[src/rtl/count_pkg.sv]
// Shared types and constants for the count_bcd binary-to-BCD converter.
package count_pkg;

  typedef enum logic [1:0] {
    IDLE  = 2'd0,
    SHIFT = 2'd1,
    HOLD  = 2'd2
  } state_e;

  localparam int BCD_DIGIT_W    = 4;
  localparam int BCD_ADJ_THRESH = 5;
  localparam int BCD_ADJ_ADD    = 3;

endpackage : count_pkg

[src/rtl/count_bcd_adj.sv]
// Double-dabble digit correction: adds 3 to a BCD digit that is 5 or more,
// so the following left shift carries correctly into the next decade.
module count_bcd_adj
  import count_pkg::*;
(
  input  logic [BCD_DIGIT_W-1:0] digit_i,
  output logic [BCD_DIGIT_W-1:0] digit_o
);

  always_comb begin
    if (digit_i >= BCD_DIGIT_W'(BCD_ADJ_THRESH)) begin
      digit_o = digit_i + BCD_DIGIT_W'(BCD_ADJ_ADD);
    end else begin
      digit_o = digit_i;
    end
  end

endmodule : count_bcd_adj

[src/rtl/count_bcd.sv]
// Sequential binary-to-BCD converter (shift-and-add-3, one bit per clock)
// with valid/ready handshakes on input and output.
module count_bcd
  import count_pkg::*;
#(
  parameter int WIDTH       = 8,
  parameter int DIGITS      = 3,
  parameter bit CHANGE_ONLY = 1'b0
) (
  input  logic                            clk,
  input  logic                            rst_n,
  input  logic [WIDTH-1:0]                count_in,
  input  logic                            in_valid,
  output logic                            in_ready,
  output logic [BCD_DIGIT_W*DIGITS-1:0]   bcd_out,
  output logic                            out_valid,
  input  logic                            out_ready,
  output logic                            busy
);

  localparam int BCD_W  = BCD_DIGIT_W * DIGITS;
  localparam int ITER_W = $clog2(WIDTH + 1);
  localparam logic [ITER_W-1:0] ITER_LAST = ITER_W'(WIDTH - 1);

  if (10 ** DIGITS <= 2 ** WIDTH) begin : g_param_check
    $error("count_bcd: DIGITS too small for WIDTH");
  end

  state_e             state_q, state_d;
  logic [WIDTH-1:0]   bin_q, bin_d;
  logic [WIDTH-1:0]   cap_q, cap_d;
  logic [WIDTH-1:0]   last_q, last_d;
  logic               have_last_q, have_last_d;
  logic [BCD_W-1:0]   scratch_q, scratch_d;
  logic [BCD_W-1:0]   bcd_q, bcd_d;
  logic [ITER_W-1:0]  iter_q, iter_d;
  logic               out_valid_q, out_valid_d;
  logic               busy_q, busy_d;

  logic [BCD_W-1:0]   adj_w;
  logic [BCD_W-1:0]   shifted_w;
  logic               accept_w;
  logic               drop_w;
  logic               last_iter_w;

  for (genvar gi = 0; gi < DIGITS; gi++) begin : g_adj
    count_bcd_adj u_adj (
      .digit_i (scratch_q[gi*BCD_DIGIT_W +: BCD_DIGIT_W]),
      .digit_o (adj_w[gi*BCD_DIGIT_W +: BCD_DIGIT_W])
    );
  end

  // The binary MSB enters the corrected scratch register from the right.
  assign shifted_w   = {adj_w[BCD_W-2:0], bin_q[WIDTH-1]};
  assign last_iter_w = (iter_q == ITER_LAST);
  assign drop_w      = CHANGE_ONLY && have_last_q && (count_in == last_q);
  assign accept_w    = (state_q == IDLE) && in_valid;

  // State register
  always_ff @(posedge clk or negedge rst_n) begin
    if (!rst_n) begin
      state_q <= IDLE;
    end else begin
      state_q <= state_d;
    end
  end

  // Next-state logic
  always_comb begin
    state_d = state_q;
    case (state_q)
      IDLE: begin
        if (accept_w && !drop_w) begin
          state_d = SHIFT;
        end
      end
      SHIFT: begin
        if (last_iter_w) begin
          state_d = HOLD;
        end
      end
      HOLD: begin
        if (out_ready) begin
          state_d = IDLE;
        end
      end
      default: state_d = IDLE;
    endcase
  end

  // Output / datapath next values
  always_comb begin
    bin_d       = bin_q;
    cap_d       = cap_q;
    last_d      = last_q;
    have_last_d = have_last_q;
    scratch_d   = scratch_q;
    bcd_d       = bcd_q;
    iter_d      = iter_q;
    out_valid_d = out_valid_q;
    case (state_q)
      IDLE: begin
        if (accept_w && !drop_w) begin
          bin_d     = count_in;
          cap_d     = count_in;
          scratch_d = '0;
          iter_d    = '0;
        end
      end
      SHIFT: begin
        scratch_d = shifted_w;
        bin_d     = bin_q << 1;
        iter_d    = iter_q + 1'b1;
        // The final shift result is published on the same edge that enters HOLD.
        if (last_iter_w) begin
          bcd_d       = shifted_w;
          last_d      = cap_q;
          have_last_d = 1'b1;
          out_valid_d = 1'b1;
        end
      end
      HOLD: begin
        if (out_ready) begin
          out_valid_d = 1'b0;
        end
      end
      default: begin
        out_valid_d = 1'b0;
      end
    endcase
    busy_d = (state_d != IDLE);
  end

  always_ff @(posedge clk or negedge rst_n) begin
    if (!rst_n) begin
      bin_q       <= '0;
      cap_q       <= '0;
      last_q      <= '0;
      have_last_q <= 1'b0;
      scratch_q   <= '0;
      bcd_q       <= '0;
      iter_q      <= '0;
      out_valid_q <= 1'b0;
      busy_q      <= 1'b0;
    end else begin
      bin_q       <= bin_d;
      cap_q       <= cap_d;
      last_q      <= last_d;
      have_last_q <= have_last_d;
      scratch_q   <= scratch_d;
      bcd_q       <= bcd_d;
      iter_q      <= iter_d;
      out_valid_q <= out_valid_d;
      busy_q      <= busy_d;
    end
  end

  assign in_ready  = (state_q == IDLE);
  assign bcd_out   = bcd_q;
  assign out_valid = out_valid_q;
  assign busy      = busy_q;

endmodule : count_bcd
[config.mk]
export PLATFORM = sky130hd
export DESIGN_NAME = count_bcd
export DESIGN_NICKNAME = d
export VERILOG_FILES = /design/src/rtl/count_pkg.sv /design/src/rtl/count_bcd_adj.sv /design/src/rtl/count_bcd.sv
export SDC_FILE = /design/constraint.sdc
export NUM_CORES = 1
export LEC_CHECK = 0
export CORE_MARGIN = 3
export CORE_UTILIZATION = 40
export DETAILED_ROUTE_END_ITERATION = 8
export GPL_ROUTABILITY_DRIVEN = 1
export GPL_TIMING_DRIVEN = 0
export HOLD_SLACK_MARGIN = 0.1
export PLACE_DENSITY = 0.63
export SKIP_CTS_REPAIR_TIMING = 1
export SLEW_MARGIN = 20
export SYNTH_ARGS = -nofsm -noshare
export SYNTH_HDL_FRONTEND = slang
export SYNTH_HIERARCHICAL = 1
export SYNTH_SLANG_ARGS = --single-unit
[constraint.sdc]
create_clock -name clk -period 1.42 [get_ports clk]
set_input_delay 0.142 -clock clk [delete_from_list [all_inputs] [get_ports clk]]
set_output_delay 0.142 -clock clk [all_outputs]
set_load 0.02 [all_outputs]
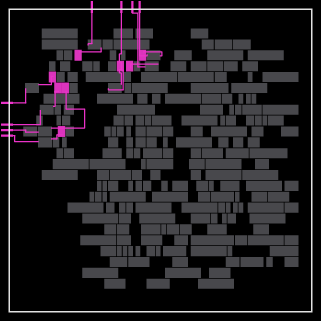
run_1/port_trees.png
Drawn at 4 px/µm.
legend:
  `count_in`:
    color: magenta
    direction: input
    edge: 4 left, 4 top
    end_cells: 8
    buffers: 8
    wire: 160 µm

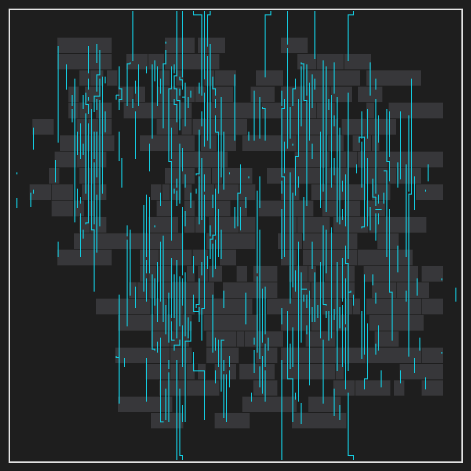
run_1/m2.png
Drawn at 6 px/µm. Cells faint in the background.
wire length on this layer: 2240 µm
nets with wire on the layer: 209
main direction: vertical
share of all routed wire: 51%
longest straight run: 27.5 µm

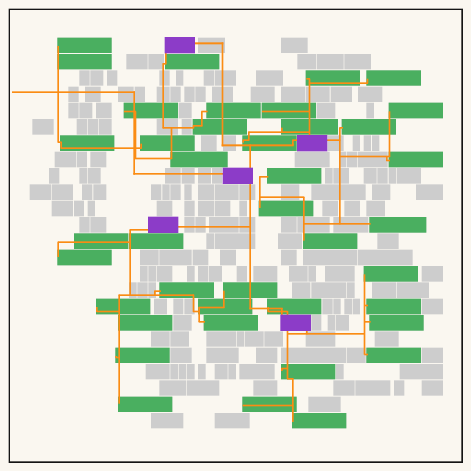
run_1/clock_wires.png
Drawn at 6 px/µm.
legend:
  clock wires:
    color: orange
    length: 481 µm
  flip-flops:
    color: green
    count: 40
  clock-net drivers:
    color: purple
    count: 5
routed clock nets: 6
flops lie: spread over the die
Clk power: 0.000910 W
Clock power frac: 15.2%
clk_lat worst skew: 0.30 ns
post-route clock skew: 0.01100 ns

==> results_tabular.tex, run 1 <==
% Synthesis and place-and-route results
\begin{tabular}{lr}
\hline
Metric & Value \\
\hline
\multicolumn{2}{l}{\textbf{Status}} \\
\quad Run status & finished, violations left \\
\quad Failing checks & setup timing \\
\multicolumn{2}{l}{\textbf{Placement}} \\
\quad Post-DP HPWL & 2.846 mm \\
\multicolumn{2}{l}{\textbf{Cells and area}} \\
\quad Number of fill cells in the layout & 352 \\
\multicolumn{2}{l}{\textbf{Synthesis}} \\
\quad Number of instances in the synthesized netlist & 176 \\
\quad Synthesized cell area & 1918 µm² \\
\quad Number of nets in the synthesized netlist & 195 \\
\multicolumn{2}{l}{\textbf{Critical path}} \\
\quad Crit. End Element & register \\
\quad CP arrival & 1.76 ns \\
\quad Crit path launch & iter\_q[1] \\
\quad Critical path launch point type & register \\
\quad CP max FO & 4 \\
\multicolumn{2}{l}{\textbf{Final timing}} \\
\quad Final worst path period need & 1.574 ns \\
\quad Unrepaired setup endpoints after global routing & yes \\
\quad Final worst-path setup slack & -0.1538 ns \\
\quad Worst Tran Pin Value & 0.4474 ns \\
\quad Max-slew violation count & 0 \\
\quad Max frequency & 635.4 MHz \\
\quad Count of endpoints failing setup in the final report & 16 \\
\multicolumn{2}{l}{\textbf{Clock tree}} \\
\quad Clock Pin Slew Worst Setup and Hold Paths & 0.08 ns \\
\multicolumn{2}{l}{\textbf{Global route}} \\
\quad Via count of the first global-routing pass & 1422 \\
\multicolumn{2}{l}{\textbf{Flow run}} \\
\quad Number of violations of the max-capacitance limit & 0 \\
\multicolumn{2}{l}{\textbf{Drt}} \\
\quad Routed via count divided by cell count & 5.290 \\
\multicolumn{2}{l}{\textbf{Floorplanning}} \\
\quad I/O pin count & 27 \\
\hline
\end{tabular}
[run 1: per-stage QoR]
stage	util [%]	hold slack [ns]	setup TNS, ns	worst slack [ns]	total power (W)
2_1_floorplan	-	-0.1536	-0.9717	-0.1215	0.003630
3_3_place_gp	49.69	0.4669	-35.41	-0.7370	0.004296
3_5_place_dp	50.03	0.02162	-7.059	-0.3563	0.004442
4_1_cts	52.42	-0.2967	-8.102	-0.4744	0.005368
5_1_grt	58.53	0.2554	-3.768	-0.2515	0.006406
6_report	58.53	0.2449	-1.984	-0.1538	0.005987
[run 1: registers in the layout (all words and copies together), names as in the netlist]
name       cells
out_valid      1
busy           1
bcd_out       12
bin_q          8
state_q        2
scratch_q     12
iter_q         4
[run 1: report_power, final]
| group | internal, W | switching, W |
|---|---|---|
| sequential | 0.00162 | 0.000464 |
| combinational | 0.00160 | 0.00139 |
| clock | 0.000522 | 0.000389 |
| total | 0.00375 | 0.00224 |
[run 1: area by class of cell]
| type | count | area share [%] |
|---|---|---|
| Buffer | 9 | 2.231 |
| Clock buffer | 6 | 2.753 |
| Clock inverter | 2 | 1.329 |
| Inverter | 7 | 0.9967 |
| Multi-Input combinational cell | 120 | 37.49 |
| Sequential cell | 40 | 38.11 |
| Tap cell | 52 | 2.468 |
| Timing Repair Buffer | 40 | 14.62 |
[run 1: layer usage]
| layer | share of wire (%) | vias up | global-route usage (%) |
|---|---|---|---|
| met5 | 0 | - | 0 |
| met3 | 3.1 | 8 | 3.738 |
| li1 | - | 710 | - |
| met4 | 1.3 | 0 | 7.184 |
| met2 | 51 | 22 | 26.02 |
| met1 | 44 | 720 | 20.03 |
[run 1: layout by cell type, fill, tap and decap left out, types with 7 or more instances in the layout]
master,n
sky130_fd_sc_hd__dfrtp_1,37
sky130_fd_sc_hd__a21oi_1,10
sky130_fd_sc_hd__nor2_1,7
sky130_fd_sc_hd__nand2_1,16
sky130_fd_sc_hd__dlymetal6s2s_1,7
sky130_fd_sc_hd__clkdlybuf4s50_1,16
sky130_fd_sc_hd__a22oi_1,7
sky130_fd_sc_hd__o21ai_0,13
sky130_fd_sc_hd__buf_4,14
sky130_fd_sc_hd__a22o_1,13
sky130_fd_sc_hd__nor2b_1,9
[run 1: worst max-delay path, stage by stage (launching register included)]
cell and delay, ns:
sky130_fd_sc_hd__dfrtp_1 0.41, sky130_fd_sc_hd__ha_2 0.22, sky130_fd_sc_hd__nand2_2 0.08, sky130_fd_sc_hd__nor3b_4 0.26, sky130_fd_sc_hd__buf_4 0.18, sky130_fd_sc_hd__mux2_2 0.33
[run 1: final timing paths]
kind	depth (start not counted)	to
setup / recovery	5	bcd_out[0]
hold / removal	2	scratch_q[11]
setup reg to reg	5	bcd_out[0]
hold reg to reg	1	bcd_out[7]
max in group asynchronous	3	state_q[0]
min in group clk	4	bin_q[5]
==> run 2: changes to the inputs <==
CORE_MARGIN = default   (was 3)
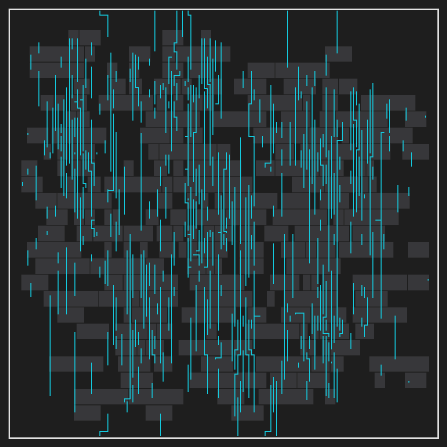
run_2/m2.png
Drawn at 6 px/µm. Cells faint in the background.
wire length on this layer: 2130 µm
nets with wire on the layer: 216
main direction: vertical
share of all routed wire: 50%

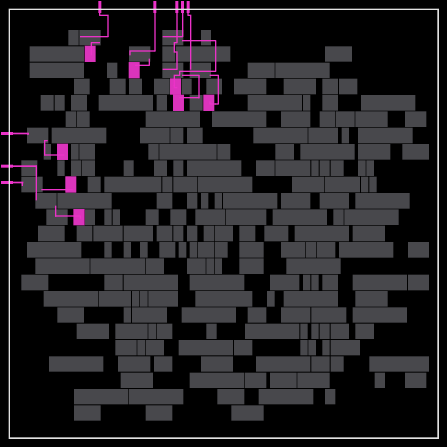
run_2/port_trees.png
Drawn at 6 px/µm.
legend:
  `count_in`:
    color: magenta
    direction: input
    edge: 5 top, 3 left
    end_cells: 8
    buffers: 8
    wire: 129 µm

==> results_tabular.tex, run 2 <==
% Synthesis and place-and-route results
\begin{tabular}{lr}
\hline
Metric & Value \\
\hline
\multicolumn{2}{l}{\textbf{Status}} \\
\quad Run status & finished, violations left (unchanged) \\
\quad Failing checks & DRC, setup timing (was setup timing) \\
\multicolumn{2}{l}{\textbf{Drt}} \\
\quad Routed via count divided by cell count & 5.473 (was 5.290) \\
\quad Remaining design rule violation count & 2 (was 0) \\
\multicolumn{2}{l}{\textbf{Final timing}} \\
\quad Max frequency & 638.5 MHz (was 635.4 MHz) \\
\quad Unrepaired setup endpoints after global routing & yes (unchanged) \\
\quad Final worst path period need & 1.566 ns (was 1.574 ns) \\
\quad Post-route clock skew & 0.009555 ns (was 0.01100 ns) \\
\quad Count of endpoints failing setup in the final report & 23 (was 16) \\
\quad Final sum of negative setup slack & -2.056 ns (was -1.984 ns) \\
\quad Final worst-path setup slack & -0.1461 ns (was -0.1538 ns) \\
\quad Max-slew violation count & 0 (unchanged) \\
\multicolumn{2}{l}{\textbf{Critical path}} \\
\quad R2R depth & 5 (unchanged) \\
\quad CP arrival & 1.74 ns (was 1.76 ns) \\
\quad CP max FO & 6 (was 4) \\
\quad Crit. End Element & register (unchanged) \\
\quad Critical path buffers and inverters & 2 (was 1) \\
\quad Sequence of cells on the critical path & nor2b\_1 -> buf\_4 -> nor3b\_4 -> buf\_6 -> mux2\_4 (was ha\_2 -> nand2\_2 -> nor3b\_4 -> buf\_4 -> mux2\_2) \\
\quad Crit-path max cell delay & 0.41 ns (about the same) \\
\quad Crit path launch & state\_q[0] (was iter\_q[1]) \\
\quad Critical path launch point type & register (unchanged) \\
\quad Critical path's top delay family & simple AND/OR/NAND/NOR gates (was flip-flops) \\
\multicolumn{2}{l}{\textbf{Synthesis}} \\
\quad Synthesized cell area & 1918 µm² (unchanged) \\
\quad Number of nets in the synthesized netlist & 195 (unchanged) \\
\quad Number of instances in the synthesized netlist & 176 (unchanged) \\
\multicolumn{2}{l}{\textbf{Flow run}} \\
\quad Number of violations of the max-capacitance limit & 0 (unchanged) \\
\multicolumn{2}{l}{\textbf{Floorplanning}} \\
\quad I/O pin count & 27 (unchanged) \\
\multicolumn{2}{l}{\textbf{Cells and area}} \\
\quad Commonest cells after routing, fill and taps aside & sky130\_fd\_sc\_hd\_\_dfrtp\_1 (37), sky130\_fd\_sc\_hd\_\_nand2\_1 (16), sky130\_fd\_sc\_hd\_\_o21ai\_0 (13), sky130\_fd\_sc\_hd\_\_a22o\_1 (13), sky130\_fd\_sc\_hd\_\_clkdlybuf4s50\_1 (13) (was sky130\_fd\_sc\_hd\_\_dfrtp\_1 (37), sky130\_fd\_sc\_hd\_\_nand2\_1 (16), sky130\_fd\_sc\_hd\_\_clkdlybuf4s50\_1 (16), sky130\_fd\_sc\_hd\_\_buf\_4 (14)) \\
\quad Number of fill cells in the layout & 360 (was 352) \\
\multicolumn{2}{l}{\textbf{Clock tree}} \\
\quad Clock Pin Slew Worst Setup and Hold Paths & 0.08 ns (about the same) \\
\multicolumn{2}{l}{\textbf{Global route}} \\
\quad Via count of the first global-routing pass & 1432 (was 1422) \\
\hline
\end{tabular}
==> run 2: final cells by class <==
class                           instances  share of cell area [%]
Timing Repair Buffer                   39                   15.24
Tap cell                               52                   2.438
Clock buffer                            8                   3.376
Sequential cell                        40                   37.65
Inverter                                7                  0.9845
Multi-Input combinational cell        120                   38.40
Buffer                                  9                   1.922
==> run 2: worst min-delay path by stage <==
stage	to	slack, ns	depth (start not counted)
2_1_floorplan	bcd_out[0]	-0.15	0
3_3_place_gp	out_valid	0.47	1
6_report	bin_q[0]	0.33	2
4_1_cts	state_q[1]	-0.20	1
5_1_grt	bin_q[1]	0.37	2
3_5_place_dp	scratch_q[7]	0.12	1
==> run 2: worst register-to-register path: cells and delay by family (launching register included) <==
kind          cells  cell delay, ns
flops             1            0.41
simple gates      2            0.41
buf+inv           2            0.32
mux               1            0.30
==> run 2: stage by stage <==
stage | util, % | total power, W | instances | hold slack, ns | worst slack, ns
floorplan | - | 0.003630 | 176 | -0.1536 | -0.1215
global placement | 50.03 | 0.004298 | 253 | 0.4658 | -0.7785
detailed placement | 50.53 | 0.004424 | 254 | 0.1201 | -0.3708
CTS | 52.54 | 0.005223 | 262 | -0.1965 | -0.4882
global route | 59.65 | 0.006351 | 275 | 0.3724 | -0.2019
finish | 59.65 | 0.005951 | 275 | 0.3320 | -0.1461
==> run 2: layer usage <==
metal | vias to the layer above | wire [µm] | global-route usage, %
met3 | 4 | 200 | 4.923
met2 | 44 | 2132 | 27.62
met1 | 751 | 1895 | 21.74
met4 | 0 | 34 | 5.556
met5 | - | 0 | 0
li1 | 706 | - | -
==> run 2: report_power, final <==
part | internal, W | switching [W]
logic | 0.00170 | 0.00141
clock network | 0.000397 | 0.000384
registers | 0.00162 | 0.000441
No activity file was given, so power comes from the tool's default toggle rates.
